### config.mk
export PLATFORM = sky130hd
export DESIGN_NAME = noc_router_1xn
export DESIGN_NICKNAME = d
export VERILOG_FILES = /design/src/rtl/noc_pkg.sv /design/src/rtl/noc_fifo.sv /design/src/rtl/noc_router_1xn.sv
export SDC_FILE = /design/constraint.sdc
export NUM_CORES = 1
export LEC_CHECK = 0
export CORE_AREA = 4 4 80 137
export CTS_CLUSTER_SIZE = 20
export DETAILED_ROUTE_END_ITERATION = 12
export DIE_AREA = 0 0 84 141
export MAX_ROUTING_LAYER = met4
export PLACE_DENSITY = 0.57
export SETUP_SLACK_MARGIN = 0.3
export SYNTH_ARGS = -nofsm -noshare
export SYNTH_HDL_FRONTEND = slang
export SYNTH_SLANG_ARGS = --single-unit
export TNS_END_PERCENT = 1
### constraint.sdc
create_clock -name clk -period 8.55 [get_ports clk]
set_input_delay 0.855 -clock clk [delete_from_list [all_inputs] [get_ports clk]]
set_output_delay 0.855 -clock clk [all_outputs]
set_load 0.01 [all_outputs]
### src/rtl/noc_pkg.sv
// rtl/noc_pkg.sv - shared types and helpers for the 1xN NoC router
//
// Purpose : package type and FSM state encodings, plus a saturating increment
//           used by the statistics counters.
// Contents: ptype_e     - 2-bit package_type (SINGLE/BURST/CTRL/RESERVED)
//           rtr_state_e - router FSM states (IDLE/FWD/DROP)
//           sat_inc     - increment that holds at max_value instead of wrapping
package noc_pkg;

  typedef enum logic [1:0] {
    SINGLE   = 2'b00,
    BURST    = 2'b01,
    CTRL     = 2'b10,
    RESERVED = 2'b11
  } ptype_e;

  typedef enum logic [1:0] {
    IDLE = 2'b00,
    FWD  = 2'b01,
    DROP = 2'b10
  } rtr_state_e;

  function automatic logic [31:0] sat_inc(input logic [31:0] value,
                                          input logic [31:0] max_value);
    if (value >= max_value) return value;
    return value + 32'd1;
  endfunction

endpackage

### src/rtl/noc_fifo.sv
// rtl/noc_fifo.sv - first-word-fall-through flit FIFO with registered storage
//
// Purpose : buffers input flits; the oldest entry is always visible on rd_data
//           while empty=0. A word written at edge N is visible after edge N
//           (no empty bypass).
// Ports   : clk, reset    - clock, synchronous active-high reset (flushes)
//           push, wr_data - write request/data (ignored when full)
//           pop           - remove head (ignored when empty)
//           rd_data       - current head word
//           full, empty   - occupancy flags
//           count         - number of stored words (0..DEPTH)
module noc_fifo #(
  parameter int WIDTH = 8,
  parameter int DEPTH = 4
) (
  input  logic                       clk,
  input  logic                       reset,
  input  logic                       push,
  input  logic [WIDTH-1:0]           wr_data,
  input  logic                       pop,
  output logic [WIDTH-1:0]           rd_data,
  output logic                       full,
  output logic                       empty,
  output logic [$clog2(DEPTH):0]     count
);

  localparam int AW = $clog2(DEPTH);

  logic [WIDTH-1:0] mem [DEPTH];
  logic [AW-1:0]    wr_ptr;
  logic [AW-1:0]    rd_ptr;
  logic             do_push;
  logic             do_pop;

  assign full    = (count == (AW+1)'(DEPTH));
  assign empty   = (count == '0);
  assign do_push = push && !full;
  assign do_pop  = pop && !empty;
  assign rd_data = mem[rd_ptr];

  always_ff @(posedge clk) begin
    if (reset) begin
      wr_ptr <= '0;
      rd_ptr <= '0;
      count  <= '0;
    end else begin
      if (do_push) wr_ptr <= wr_ptr + 1'b1;
      if (do_pop)  rd_ptr <= rd_ptr + 1'b1;
      case ({do_push, do_pop})
        2'b10:   count <= count + 1'b1;
        2'b01:   count <= count - 1'b1;
        default: count <= count;
      endcase
    end
  end

  // Storage needs no reset: stale words are unreachable once the pointers clear.
  always_ff @(posedge clk) begin
    if (do_push) mem[wr_ptr] <= wr_data;
  end

endmodule

### src/rtl/noc_router_1xn.sv
// rtl/noc_router_1xn.sv - single-input, NUM_OUT-output wormhole NoC router
//
// Purpose : buffers flits in a FWFT FIFO and steers each packet to the output
//           channel named by its head flit. Multi-flit packets hold a lock on
//           that channel until eop. Reserved-type or out-of-range packets are
//           discarded whole and counted.
// Ports   : clk, reset                      - clock, sync active-high reset
//           in_valid/in_ready               - input handshake (ready = FIFO not full)
//           in_dest/in_type/in_payload/in_eop - input flit fields
//           out_valid[NUM_OUT]/out_ready[NUM_OUT] - per-channel handshake
//           out_type/out_payload/out_eop    - shared output data (0 when idle)
//           drop_cnt/fwd_cnt                - saturating packet counters
module noc_router_1xn
  import noc_pkg::*;
#(
  parameter int NUM_OUT   = 4,
  parameter int PAYLOAD_W = 8,
  parameter int DEPTH     = 4,
  parameter int CNT_W     = 8,
  localparam int DEST_W   = ($clog2(NUM_OUT) > 1) ? $clog2(NUM_OUT) : 1
) (
  input  logic                 clk,
  input  logic                 reset,
  input  logic                 in_valid,
  output logic                 in_ready,
  input  logic [DEST_W-1:0]    in_dest,
  input  logic [1:0]           in_type,
  input  logic [PAYLOAD_W-1:0] in_payload,
  input  logic                 in_eop,
  output logic [NUM_OUT-1:0]   out_valid,
  input  logic [NUM_OUT-1:0]   out_ready,
  output logic [1:0]           out_type,
  output logic [PAYLOAD_W-1:0] out_payload,
  output logic                 out_eop,
  output logic [CNT_W-1:0]     drop_cnt,
  output logic [CNT_W-1:0]     fwd_cnt
);

  localparam int          FW      = DEST_W + 2 + PAYLOAD_W + 1;
  localparam logic [31:0] CNT_MAX = (32'd1 << CNT_W) - 32'd1;

  // FIFO word layout: {dest, type, payload, eop}
  logic [FW-1:0]          head;
  logic                   fifo_full;
  logic                   fifo_empty;
  logic [$clog2(DEPTH):0] fifo_count;
  logic                   pop;

  logic [DEST_W-1:0]      h_dest;
  logic [1:0]             h_type;
  logic [PAYLOAD_W-1:0]   h_payload;
  logic                   h_eop;
  logic                   h_bad;

  rtr_state_e             state;
  rtr_state_e             next_state;
  logic [DEST_W-1:0]      lock;
  logic [DEST_W-1:0]      next_lock;
  logic                   sel_valid;
  logic [DEST_W-1:0]      sel;
  logic                   inc_fwd;
  logic                   inc_drop;
  logic                   unused_fifo_count;

  // Held low during reset so nothing is accepted into a FIFO being flushed.
  assign in_ready = !reset && !fifo_full;

  noc_fifo #(
    .WIDTH (FW),
    .DEPTH (DEPTH)
  ) u_fifo (
    .clk     (clk),
    .reset   (reset),
    .push    (in_valid && in_ready),
    .wr_data ({in_dest, in_type, in_payload, in_eop}),
    .pop     (pop),
    .rd_data (head),
    .full    (fifo_full),
    .empty   (fifo_empty),
    .count   (fifo_count)
  );

  assign unused_fifo_count = ^fifo_count;

  assign h_eop     = head[0];
  assign h_payload = head[PAYLOAD_W:1];
  assign h_type    = head[PAYLOAD_W+2:PAYLOAD_W+1];
  assign h_dest    = head[FW-1:PAYLOAD_W+3];

  // Widen dest before comparing so non-power-of-2 NUM_OUT catches the unused codes.
  assign h_bad = (h_type == RESERVED) || (32'(h_dest) >= 32'(NUM_OUT));

  always_ff @(posedge clk) begin
    if (reset) begin
      state <= IDLE;
      lock  <= '0;
    end else begin
      state <= next_state;
      lock  <= next_lock;
    end
  end

  always_comb begin
    next_state = state;
    next_lock  = lock;
    pop        = 1'b0;
    sel_valid  = 1'b0;
    sel        = lock;
    inc_fwd    = 1'b0;
    inc_drop   = 1'b0;
    case (state)
      IDLE: begin
        if (!fifo_empty) begin
          if (h_bad) begin
            pop = 1'b1;
            if (h_eop) inc_drop = 1'b1;
            else       next_state = DROP;
          end else begin
            sel_valid = 1'b1;
            sel       = h_dest;
            if (out_ready[h_dest]) begin
              pop = 1'b1;
              if (h_eop) begin
                inc_fwd = 1'b1;
              end else begin
                next_state = FWD;
                next_lock  = h_dest;
              end
            end
          end
        end
      end
      FWD: begin
        // Body flits follow the lock; their own dest/type fields are ignored.
        if (!fifo_empty) begin
          sel_valid = 1'b1;
          if (out_ready[lock]) begin
            pop = 1'b1;
            if (h_eop) begin
              inc_fwd    = 1'b1;
              next_state = IDLE;
            end
          end
        end
      end
      DROP: begin
        if (!fifo_empty) begin
          pop = 1'b1;
          if (h_eop) begin
            inc_drop   = 1'b1;
            next_state = IDLE;
          end
        end
      end
      default: next_state = IDLE;
    endcase
  end

  always_comb begin
    out_valid = '0;
    for (int i = 0; i < NUM_OUT; i++) begin
      out_valid[i] = sel_valid && (32'(sel) == 32'(i));
    end
  end

  assign out_type    = sel_valid ? h_type    : '0;
  assign out_payload = sel_valid ? h_payload : '0;
  assign out_eop     = sel_valid ? h_eop     : 1'b0;

  always_ff @(posedge clk) begin
    if (reset) begin
      fwd_cnt  <= '0;
      drop_cnt <= '0;
    end else begin
      if (inc_fwd)  fwd_cnt  <= CNT_W'(sat_inc(32'(fwd_cnt), CNT_MAX));
      if (inc_drop) drop_cnt <= CNT_W'(sat_inc(32'(drop_cnt), CNT_MAX));
    end
  end

endmodule
Routing congestion:
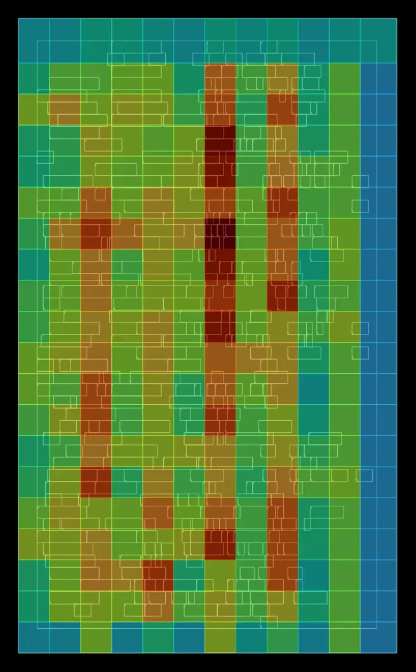
WL per Instance: 16.5 µm
M2 GR Usage: 26.5%

Metal layers overlaid:
Drawn at 3 px/µm. Only two layers are drawn.
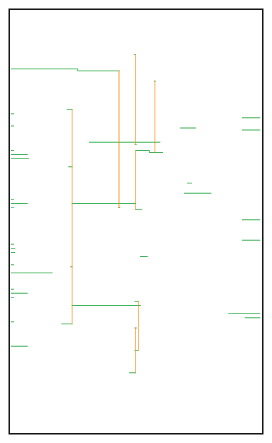
| colour | layer | wire length |
|---|---|---|
| orange | metal 4 | 222 µm |
| green | metal 3 | 233 µm |

Gate-type map:
Drawn at 4 px/µm.
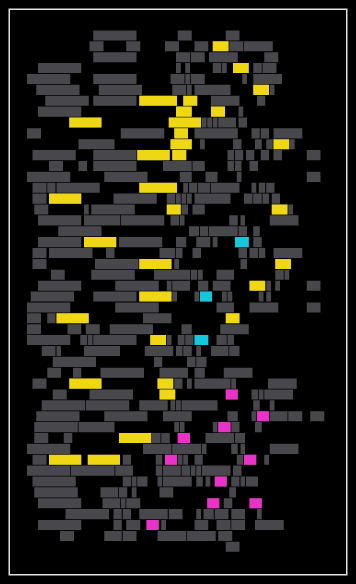
| colour | family | cells |
|---|---|---|
| magenta | XOR/XNOR gates | 10 |
| cyan | AND-OR and OR-AND gates | 3 |
| yellow | multiplexers | 32 |

Met1 routing:
Drawn at 3 px/µm. Supply wires on this layer in grey.
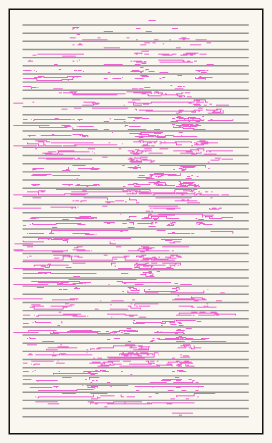
nets with wire on the layer: 355
main direction: horizontal
longest straight run: 25.8 µm
total routed wirelength: 8.08 mm
DR vias: 2,574
GRT met1 Usage: 15.3%

==> impl_metrics.env <==
# yosys + openroad results
export IMPL_p_leak_nw=1.59
export IMPL_fin_skew_ns=0.00765
export IMPL_status="finished, final reports clean"
export IMPL_aoi_share_pct=6.18
export IMPL_grt_pass1_vias=2628
export IMPL_cts_resized=0
export IMPL_finalSetupViolations=0
export IMPL_synthArstFlopShare_pct=0
export IMPL_lay_top_cells="edfxtp_1 (52), clkdlybuf4s50_1 (51), nor2_1 (33), dfxtp_1 (29)"
export IMPL_syn_avg_cell_area_um2=12.3
export IMPL_fill_cells=908
export IMPL_timing_hold_ws_ns=0.508
export IMPL_logic_area_um2=1580
export IMPL_design_core_area_um2=9850
export IMPL_crit_type="flop to output port"
export IMPL_dp_hpwl_mm=5.64
export IMPL_max_vdd_ir_drop_mv=0.152
export IMPL_hp_class="flop to flop"
export IMPL_ys_area_um2=3850
export IMPL_top_area_cell="edfxtp_1"
export IMPL_warning_count=32
export IMPL_clk_pin_slew_ns=0.06
export IMPL_rows=48
export IMPL_grt_total_usage_pct=14.7
export IMPL_fin_crit_ns=4.30
export IMPL_register_area_um2=2140
export IMPL_vias_per_cell=5.26
export IMPL_grt_max_degree=36
export IMPL_cp_start_kind="flop"
stage by stage:
stage,util (%),instances
5_1_grt,48.1,489
6_report,48.1,489
2_1_floorplan,-,312
3_3_place_gp,45.2,474
3_5_place_dp,45.2,474
4_1_cts,48.1,489
final timing paths:
kind,slack (ns),start,to,cells past startpoint
max,4.25,flop,out_valid[2],6
min,0.51,u_fifo.count[2]$_SDFFE_PP0P_,u_fifo.count[2]$_SDFFE_PP0P_,2
max reg2reg,4.70,flop,u_fifo.count[2]$_SDFFE_PP0P_,10
min reg2reg,0.51,u_fifo.count[2]$_SDFFE_PP0P_,u_fifo.count[2]$_SDFFE_PP0P_,2
sequential cells by signal, summed over array words and instances, names as in the netlist, named ones only:
name,count
u_fifo.mem,52
fwd_cnt,8
state,2
drop_cnt,8
u_fifo.count,3
u_fifo.wr_ptr,2
u_fifo.rd_ptr,2
lock,2
power by group:
| group | switching [mW] | leakage, nW | internal, mW |
|---|---|---|---|
| Combinational | 0.296 | 0.750 | 0.238 |
| Sequential | 0.0374 | 0.707 | 0.453 |
| Clock | 0.150 | 0.137 | 0.223 |
| Total | 0.484 | 1.59 | 0.915 |
critical path, stage by stage, from the launching register on:
cell and delay [ns]:
dfxtp_1 0.90, mux4_2 0.66, a21boi_2 0.29, and2_1 0.23, mux2_2 0.36, nor2_1 0.10
clkdlybuf4s50_1 0.55
cell type report:
cell class	instances	area share (%)
Sequential cell	81	45.2
Multi-Input combinational cell	201	33.3
Timing Repair Buffer	53	11.1
Clock buffer	9	4.75
Tap cell	125	3.30
Clock inverter	6	1.24
Inverter	14	1.11
cells by family after synthesis:
logic type                 count (synthesis)
AOI/OAI and AO/OA                         35
xor gates and xnor gates                  10
adders and majority gates                 12
buffers and inverters                     30
DFF                                       81
muxes                                     32
and+or+nand+nor                          112
per-layer routing:
layer,part of all wire (%),routed length [µm],GRT usage (%),vias to the layer above
met3,2.9,232,2.51,19
met5,0,0,-,-
li1,-,-,-,1243
met1,39,3130,15.3,1262
met2,56,4500,26.5,50
met4,2.7,221,7.12,0
Yosys cell counts, types with 2 or more instances:
master / instances
nand2_1: 17
nor4_1: 3
o311ai_0: 2
clkbuf_1: 9
mux4_1: 2
nand4_1: 13
xor2_1: 2
buf_1: 2
and2_1: 4
mux2_2: 11
mux2i_1: 6
inv_1: 14
a31oi_1: 3
nor3b_1: 2
nand3_1: 7
nor2_1: 33
o21ai_0: 10
nor2b_1: 17
a21oi_1: 5
mux4_2: 12
o31ai_1: 2
or3_1: 2
edfxtp_1: 52
nand2b_1: 2
o211ai_1: 3
xnor2_1: 8
o41ai_1: 2
dfxtp_1: 29
nor3_1: 2
ha_1: 11
buf_2: 4
and3_1: 6
No activity file was given, so power comes from the tool's default toggle rates.
